==> config.mk <==
export PLATFORM = sky130hd
export DESIGN_NAME = bitwise_pipe_op
export DESIGN_NICKNAME = d
export VERILOG_FILES = /design/src/rtl/bitwise_pipe_op.sv
export SDC_FILE = /design/constraint.sdc
export NUM_CORES = 1
export LEC_CHECK = 0
export CELL_PAD_IN_SITES_DETAIL_PLACEMENT = 0
export CELL_PAD_IN_SITES_GLOBAL_PLACEMENT = 2
export CORE_MARGIN = 2
export CORE_UTILIZATION = 28
export DETAILED_ROUTE_END_ITERATION = 7
export PLACE_DENSITY = 0.91
export SLEW_MARGIN = 20
export SYNTH_ARGS = -nofsm -noshare
export SYNTH_HDL_FRONTEND = slang
export SYNTH_SLANG_ARGS = --single-unit
==> constraint.sdc <==
create_clock -name clock -period 1.7 [get_ports clock]
set_input_delay 0.255 -clock clock [delete_from_list [all_inputs] [get_ports clock]]
set_output_delay 0.255 -clock clock [all_outputs]
set_load 0.02 [all_outputs]
Figure 1. Clock wires, drivers and flops.
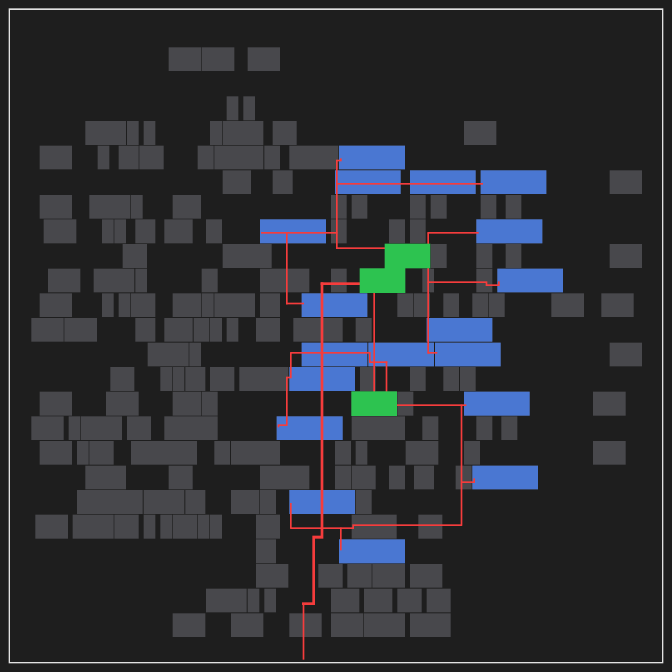
[flip-flops] blue | count: 18
[clock wires] red | length: 225 µm
[clock drivers] green | count: 3
routed clock nets	4
Setup Skew: 0.00273 ns
Power Clock: 339 µW
insertion delay at the late pin of the worst-skew pair: 0.25 ns
clock network power share: 31.2%

Figure 2. Cell sizes after repair.
The bar under the picture is 20 µm long.
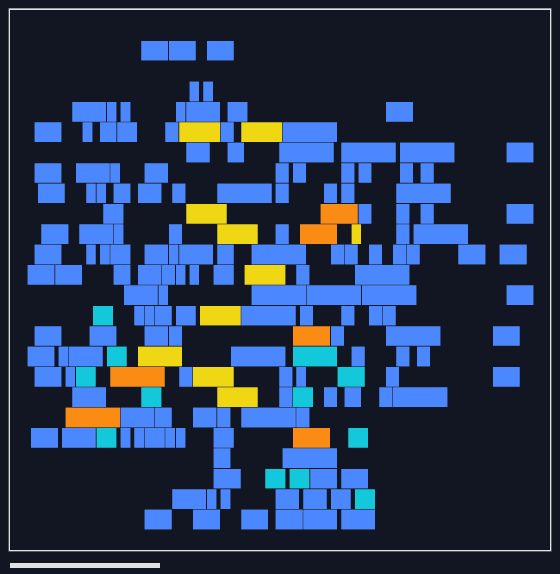
size	colour	cells	share	most used
_2 cells	yellow	10	5.4%	a311oi_2
_6 and larger	orange	6	3.2%	clkbuf_8
_0 and _1 cells	blue	157	85%	clkdlybuf4s50_1
_3 and _4 cells	cyan	12	6.5%	buf_4
area growth from synthesis to final layout: 34.0%
number of ordinary and repair buffers in the finished layout: 45
setup slack of the critical path after layout: 0.153 ns
post-route cell area: 0.00174 mm²

Figure 3. Ports around the boundary.
Pins as bars across the die edge, other pins in grey.
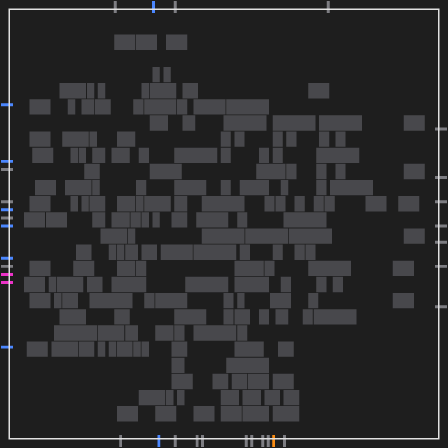
port	colour	pins	direction	edge
b	blue	8	input	6 left, 1 bottom, 1 top
out_valid	orange	1	output	bottom
op	magenta	2	input	left
Die Width: 72.1 µm
Port Buf Inserts: 33

==> results.txt <==
Notes on the flow outputs.

- The final design was reported to hold multi-input combinational gates totalling a little under 100.
- For this run, design rule violations remaining after detail routing come to 0.
- The total wirelength of the detailed-routed design is roughly 2500 µm.
- The hold buffer count at CTS reads 0.
- The power report shows net switching accounting for a little over a quarter of the total.
- The minimum clock period reads between 1.5 and 2 ns.
- Summing the sequential cell areas from Yosys gives 27.8% of the chip area.
- By instance count, the leading cell after synthesis is inv_1.
- The count of distinct cell types in the synthesized netlist reads 20.
- The H-tree level count reads 1.
- The summed negative setup slack over all endpoints is 0 ns.
- The tally of OpenROAD warnings is 28.
- The first detailed-routing pass took 4 iterations.
- The top-area cell type share of the netlist area reads around 28%.
- For the worst flop-to-flop path, the logic depth is 3.
- The total of endpoints with negative setup slack in the final report is 0.
- The area fraction in full adders, half adders and majority gates is between 10% and 20%.
- Per the timing report, the biggest fanout along the worst path comes to 5.
- The critical path required time is 1.44 ns.
- The commonest register cell is dfxtp_1.
- The violation count after the first detailed-routing iteration reads 37.
- Counting the fill cells in the layout gives 457.
- The leakage power summed over all cells reads around 0.00075 µW.
- Counting endpoints that fail hold in the final report gives 0.
- Averaged over all synthesized cells, the footprint is around 8.5 µm².
- The number of cell instances after yosys synthesis reads between 150 and 200.
- After global routing the overflow that remains totals 0.
- The synthesized netlist cell count reads around 150.
- The async set-or-reset flop fraction in the synthesized netlist is 0%.
- The flow reports that combinational logic draws between 20% and 30% of the design power.
- The worst-case reg-to-reg setup slack stands at 0.49 ns.
- The endpoint class of the critical path is a primary output.
- In this run the worst hold path is classified as flip-flop to flip-flop.
- The largest net degree at the start of global routing is 19.
- The category of the worst setup path launch point is a flip-flop.
- The cell area reported after detailed placement reads ~0.0017 mm².
- The number of maximum-capacitance violations recorded for the run is 0.
- Global routing used 10.3% of the available tracks across all layers.
- The area fraction in and, or, nand and nor cells after synthesis is between 10 and 15%.
- In this run, flip-flops and latches consume a little over two fifths of the power.
- In this run the standard cell core region covers 0.00441 mm².
- The cell area after technology mapping reads 0.00130 mm².
- The aoi/oai-family share of the synthesized area reads roughly a quarter.
- Sorting the Yosys area breakdown by cell type puts at the top dfxtp_1.
- The count of inverters not on the clock network in the layout reads 20.
- The number of nets in the layout is 220.
- The layer with the highest usage is met2.
- The number of standard cells in the final layout excluding fillers reads between 200 and 250.
- The final core utilization reads 39.4%.
- The sequential logic power reads roughly 460 µW.
- The die area reads about 0.0052 mm².
- For this run, global-route usage on met2 was measured as 16.6%.
- The clock tree has to reach 18 sinks.
- Setup repair after global routing left no endpoint under its margin.
- The number of placed instances, taps included, is 233.
- The final antenna diode tally reported by the flow is 0.
- The site row count reads 24.
- The transition time of the tightest slew-check pin is 0.349 ns.
- The proportion of final cell area spent on non-clock buffers reads 25.6%.
- CTS added clock buffers totalling 3.
- The via count of the first global-routing pass came to 976.
- The routing usage on met1 reads 13.8%.
- The completed layout was analyzed and its total power is about 1100 µW.
- In the finished layout, the clock tree contains a buffer count of 4.
- The run finished with clean final reports.
- Looking at the worst setup and hold paths, the clock pins of their registers show a slew of 0.07 ns.
- The timing report attributes the biggest portion of critical-path delay to buffers and inverters.
- The pre-CTS worst setup slack reads -0.0817 ns.
- The post-route clock period utilization reads approximately nine tenths.
- The worst hold path cell count is 2.
- In the final layout, flip-flops and latches take up 20.7% of the cell area.
- The flop and latch count out of synthesis reads 18.
- The buffer and inverter count on the worst path is 1.
- The data arrival time of the critical path is about 1.3 ns.
- The buffer cell driving the clock tree root is clkbuf_8.
- In this run, power in combinational logic comes to 290 µW.
- The net count of the mapped netlist reads roughly 190.
- The standard cell with the maximum stage delay on the critical path is clkdlybuf4s50_1.
- The top contributor to total power is sequential cells.
- The maximum resistive drop on vdd is between 200 and 300 µV.
- The net switching power is 284 µW.
- The internal power of the cells totals around 800 µW.
- The fraction of synthesized cell area in xor and xnor cells is about 6.0%.
- The pre-placement core utilization reads between 20 and 30%.
- The logic share of the area is 42.4%.
- The count of sequential standard cells is 18.
- The maximum buffer depth of the clock tree is 2.
- The antenna violation net count after detailed routing reads 0.
- The footprint of the multi-input gates reads 738 µm².
- The sequential cell area is roughly 360 µm².
- The number of antenna violations at the first check in global routing reads 0.
- The clock distribution area overhead in the final layout reads approximately 3.2%.
- The main area contributors are dfxtp_1 (28%), ha_1 (12%), a311oi_2 (9.3%), a21oi_1 (6.9%), nand3_1 (6.2%).
- The smallest hold slack is 0.467 ns.
- The critical path start-end classification is flip-flop to primary output.
- The top logic cell family in the synthesized netlist reads AND-OR/OR-AND gates.
- The placer congestion estimate reads 0.770.
- The ratio of total power to cell area is about 630 mW/mm².
- The routed via count divided by cell count reads 4.44.
- Per STA, the worst path is made up of clkdlybuf4s50_1.
- The commonest cells after synthesis are inv_1 (19), a21oi_1 (18), dfxtp_1 (18), nand3_1 (16), ha_1 (12).
- For this run the detailed placement stage logged an HPWL of 2040 µm.
- The total number of yosys warnings is 0.
- For this sky-water flow run, the detailed-routed wirelength per cell is reported as between 10 and 15 µm.
- The achievable frequency reads 0.646 GHz.
- Cells with a size suffix above 1 make up ~15% of the layout.
- The number of pins exceeding their max-slew limit in the final report reads 0.
- The detailed-route via count reads 1,052.
- The boundary pin count is 34.
- met3 track demand over resource after global routing is less than 1%.
- The summed standard-cell area reported by yosys is roughly 0.0013 mm².
- TritonCTS built the clock tree.
- The logic depth of the worst setup path including buffers reads 1.
- The count of inserted tapcells reads approximately 52.
- The leading cell category by total area is multi-input combinational cells.
- The share of synthesized area spent on multiplexers is 0%.
- The delay of the slowest critical-path stage is 0.64 ns.
- The first global-routing pass estimated 4360 µm of wire.
- The worst-case headroom to the max-slew limit reads ~77%.
- Yosys mapped a number of flops with a built-in enable equal to 0.
## routing by layer
| layer | part of all wire (%) | wire length (µm) |
|---|---|---|
| met5 | 0 | 0 |
| met3 | 3.0 | 74 |
| met1 | 49 | 1230 |
| met4 | 1.4 | 36 |
| met2 | 47 | 1170 |
## placed cells by master, fill, tap and decap left out, drive strengths merged
cell type	synthesis	layout
a21o	8	8
a21oi	19	19
a311oi	8	8
and2b	1	1
buf	15	12
clkbuf	2	4
clkdlybuf4s50	0	30
dfxtp	18	18
dlygate4sd2	0	2
dlymetal6s2s	0	1
ha	12	12
inv	20	20
nand2	8	8
nand2b	9	9
nand3	16	16
nand3b	1	1
o21ai	8	8
xor2	8	8
## repair_timing
action | in CTS | in global routing
gates resized | 2 | 1
buffers inserted | 0 | 0
setup endpoints to repair | 2 | 1
Power is estimated from default activity; no workload was simulated.
